<file path="src/rtl/reg_dest_hazard_unit.sv">
// Destination-register hazard tracker: shadows EX/MEM/WB destinations, selects
// operand forwarding into EX and raises the load-use stall for PC and IF/ID.
module reg_dest_hazard_unit #(
  parameter int CNT_W = 16
) (
  input  logic             clk,
  input  logic             reset_n,
  input  logic             id_valid,
  input  logic [4:0]       id_rs,
  input  logic [4:0]       id_rt,
  input  logic             id_uses_rs,
  input  logic             id_uses_rt,
  input  logic [4:0]       id_dest,
  input  logic             id_reg_write,
  input  logic             id_mem_read,
  input  logic             flush,
  output logic             stall,
  output logic [1:0]       ex_fwd_a,
  output logic [1:0]       ex_fwd_b,
  output logic [4:0]       wb_dest,
  output logic             wb_write,
  output logic [CNT_W-1:0] stall_count
);

  typedef struct packed {
    logic       valid;
    logic [4:0] dest;
    logic       wr;
    logic       ld;
  } slot_t;

  localparam slot_t BUBBLE = '{valid: 1'b0, dest: 5'd0, wr: 1'b0, ld: 1'b0};
  localparam logic [1:0] FWD_NONE = 2'b00;
  localparam logic [1:0] FWD_MEM  = 2'b10;
  localparam logic [1:0] FWD_WB   = 2'b01;

  slot_t ex_slot;
  slot_t mem_slot;
  slot_t wb_slot;

  logic ex_prod;
  logic mem_prod;
  logic haz_a_ex;
  logic haz_b_ex;
  logic haz_a_mem;
  logic haz_b_mem;
  logic load_ex;
  logic [1:0] fwd_a_next;
  logic [1:0] fwd_b_next;

  // Register 0 is hardwired, so a slot targeting it never counts as a producer.
  always_comb begin
    ex_prod   = ex_slot.valid & ex_slot.wr & (ex_slot.dest != 5'd0);
    mem_prod  = mem_slot.valid & mem_slot.wr & (mem_slot.dest != 5'd0);
    haz_a_ex  = id_valid & id_uses_rs & (id_rs == ex_slot.dest) & ex_prod;
    haz_b_ex  = id_valid & id_uses_rt & (id_rt == ex_slot.dest) & ex_prod;
    haz_a_mem = id_valid & id_uses_rs & (id_rs == mem_slot.dest) & mem_prod;
    haz_b_mem = id_valid & id_uses_rt & (id_rt == mem_slot.dest) & mem_prod;
  end

  always_comb begin
    stall      = reset_n & ~flush & ex_slot.ld & (haz_a_ex | haz_b_ex);
    load_ex    = id_valid & ~stall & ~flush;
    fwd_a_next = FWD_NONE;
    fwd_b_next = FWD_NONE;
    if (haz_a_ex)       fwd_a_next = FWD_MEM;
    else if (haz_a_mem) fwd_a_next = FWD_WB;
    if (haz_b_ex)       fwd_b_next = FWD_MEM;
    else if (haz_b_mem) fwd_b_next = FWD_WB;
  end

  // WB-stage producers need no forwarding: the regfile writes before it reads.
  always_ff @(posedge clk or negedge reset_n) begin
    if (!reset_n) begin
      ex_slot  <= BUBBLE;
      mem_slot <= BUBBLE;
      wb_slot  <= BUBBLE;
      ex_fwd_a <= FWD_NONE;
      ex_fwd_b <= FWD_NONE;
    end else begin
      wb_slot  <= mem_slot;
      mem_slot <= ex_slot;
      if (load_ex) begin
        ex_slot  <= '{valid: 1'b1, dest: id_dest, wr: id_reg_write, ld: id_mem_read};
        ex_fwd_a <= fwd_a_next;
        ex_fwd_b <= fwd_b_next;
      end else begin
        ex_slot  <= BUBBLE;
        ex_fwd_a <= FWD_NONE;
        ex_fwd_b <= FWD_NONE;
      end
    end
  end

  always_ff @(posedge clk or negedge reset_n) begin
    if (!reset_n) begin
      stall_count <= '0;
    end else if (stall && (stall_count != {CNT_W{1'b1}})) begin
      stall_count <= stall_count + {{(CNT_W-1){1'b0}}, 1'b1};
    end
  end

  assign wb_dest  = wb_slot.dest;
  assign wb_write = wb_slot.valid & wb_slot.wr;

endmodule

</file>
<file path="config.mk">
export PLATFORM = sky130hd
export DESIGN_NAME = reg_dest_hazard_unit
export DESIGN_NICKNAME = d
export VERILOG_FILES = /design/src/rtl/reg_dest_hazard_unit.sv
export SDC_FILE = /design/constraint.sdc
export NUM_CORES = 1
export LEC_CHECK = 0
export CELL_PAD_IN_SITES_DETAIL_PLACEMENT = 0
export CELL_PAD_IN_SITES_GLOBAL_PLACEMENT = 1
export CORE_UTILIZATION = 40
export CTS_CLUSTER_SIZE = 10
export DETAILED_ROUTE_END_ITERATION = 10
export GPL_ROUTABILITY_DRIVEN = 1
export PLACE_DENSITY_LB_ADDON = 0.1
export SLEW_MARGIN = 20
export SYNTH_ARGS = -nofsm -noshare
export SYNTH_HDL_FRONTEND = slang
export SYNTH_SLANG_ARGS = --single-unit
export TNS_END_PERCENT = 50
</file>
<file path="constraint.sdc">
create_clock -name clk -period 6.02 [get_ports clk]
set_input_delay 0.903 -clock clk [delete_from_list [all_inputs] [get_ports clk]]
set_output_delay 0.903 -clock clk [all_outputs]
set_load 0.01 [all_outputs]
</file>
==> results_dict.tcl <==
# metrics dict for downstream scripts
set metrics [dict create \
    status "finished clean" \
    ant_nets 0 \
    power.sequential.fraction 0.564 \
    port_buffers 49 \
    synth-compound-area-share 0.0268 \
    synth.yosys.num_cells 155 \
    grt_max_degree 45 \
    num-nets-final 229 \
    largest_reg_flops 16 \
    crit_required_ns 5.12 \
    buffers 50 \
    commonest_cells_after_routing_fill_and_taps_aside "clkdlybuf4s50_1 (48), dfrtp_1 (42), xor2_1 (17), xnor2_1 (17), nand2_1 (13)" \
    r2r-start "stall_count[0]" \
    final-instance-count-excl-fill 258 \
    comb_cell_power_mw 0.0452 \
    combPwrFrac 0.087 \
    nNonClkInverters 3 \
    seq-power_mw 0.293 \
    number_of_antenna_violations_at_the_first_check_in_global_routing 0 \
    total_switching_power_mw 0.116 \
    top_cell "dfrtp_1" \
    power.total_mw 0.520 \
    layout.sequential_cells 42 \
    layout_top_cell_excl_fill_tap "clkdlybuf4s50_1" \
    critical_path_cell_list "buf_2 > buf_4 > nand2_1 > nor2_1 > nand3_1 > a21oi_1 > clkdlybuf4s50_1" \
    setup.worst_path.start "reset_n" \
    clock.latency.late_pin_ns 0.29 \
    simple_gate_share 0.198 \
    final-hold-violation-count 0 \
    final-setup-viol-count 0 \
    critPathArrivalTime_ns 2.80 \
    drv.max_cap_violation_count 0 \
    post-route-period-util 0.614 \
    vias_in_the_first_global_route 1397 \
    post_route_hold_slack_ns 0.367 \
    hpwl_mm 2.78 \
    crit_path_category "input pin to primary output" \
    yosysWarnings 0 \
    max-vdd-ir-drop_uv 136 \
    largest_buffer_count_on_any_clock_path 2 \
    ios 50 \
    holdPathEnd "mem_slot[1]" \
    sw_frac_of_total 0.222 \
    grt.overflow.total 0 \
    worst_path_dominant_cell_family "buffers and inverters" \
    gr-max-usage-layer "met2" \
    synth_top_flop_cell "dfrtp_1" \
    pg_clk_mw 0.182 \
    maxSlewHeadroom 0.512 \
    timing.setup.tns_ns 0 \
    fin_worst_skew_ns 0.00407 \
    synth.area.mux_share 0.0121 \
    gpl.final_weighted_congestion 0.833 \
    power_internal_mw 0.404 \
    fin_area_um2 2460 \
    power.density_cell_area_nw_per_um2 211 \
    dominant_cells "sequential cells" \
    synth.area.top_cells "dfrtp_1 (56%), xnor2_1 (8.0%), xor2_1 (8.0%), nand4_1 (4.0%), and2_1 (2.7%)" \
    gr-usage-met2 0.272 \
    regMostFlops "stall_count" \
    nWellTaps 52 \
    synth_cells 155 \
    num-fill-cells 363 \
    comb.multi_input.count 103 \
    yosys.area_share.xor_xnor 0.159 \
    detail_route.first_pass.iterations 4 \
    timing.critical_path.fanout_max 44 \
    mappedNetlistArea_um2 1870 \
    cts_inserted_buffers 5 \
    r2r.worst_path.cells 6 \
    min_path_type "register to register" \
    yosysTopAreaCell "dfrtp_1" \
    slew_viol_final 0 \
    routedLengthMet1_mm 1.71 \
    synth.logic.top_family "simple AND/OR/NAND/NOR gates" \
    timing.critical_path.slowest_cell_delay_ns 0.58 \
]
Fig. 1: register map, names as in the netlist
Scale: 4 px per µm. Other sequential cells in the stronger grey, the rest of the logic in the fainter grey.
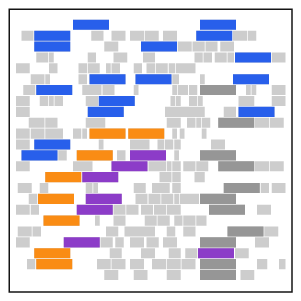
`ex_slot`: drawn in orange, flops 8. `stall_count`: drawn in blue, flops 16. `mem_slot`: drawn in purple, flops 7.

Fig. 2: M3 wires
Scale: 4 px per µm.
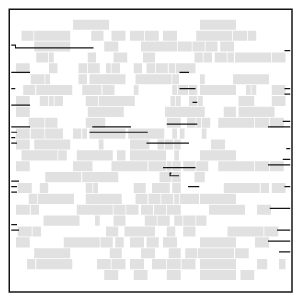
32 nets have wire on it. The longest straight run is 19.3 µm. The wires run mostly horizontal.

Fig. 3: congestion heat map
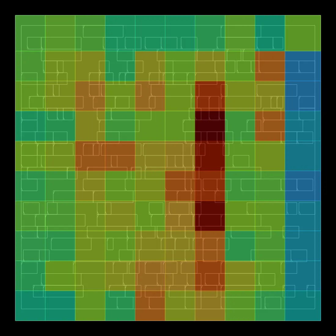
total global routing track utilization: 0.169
routed length per instance: 14.2 µm
final core area utilization: 0.558
met3 Track Usage GR: 0.0346

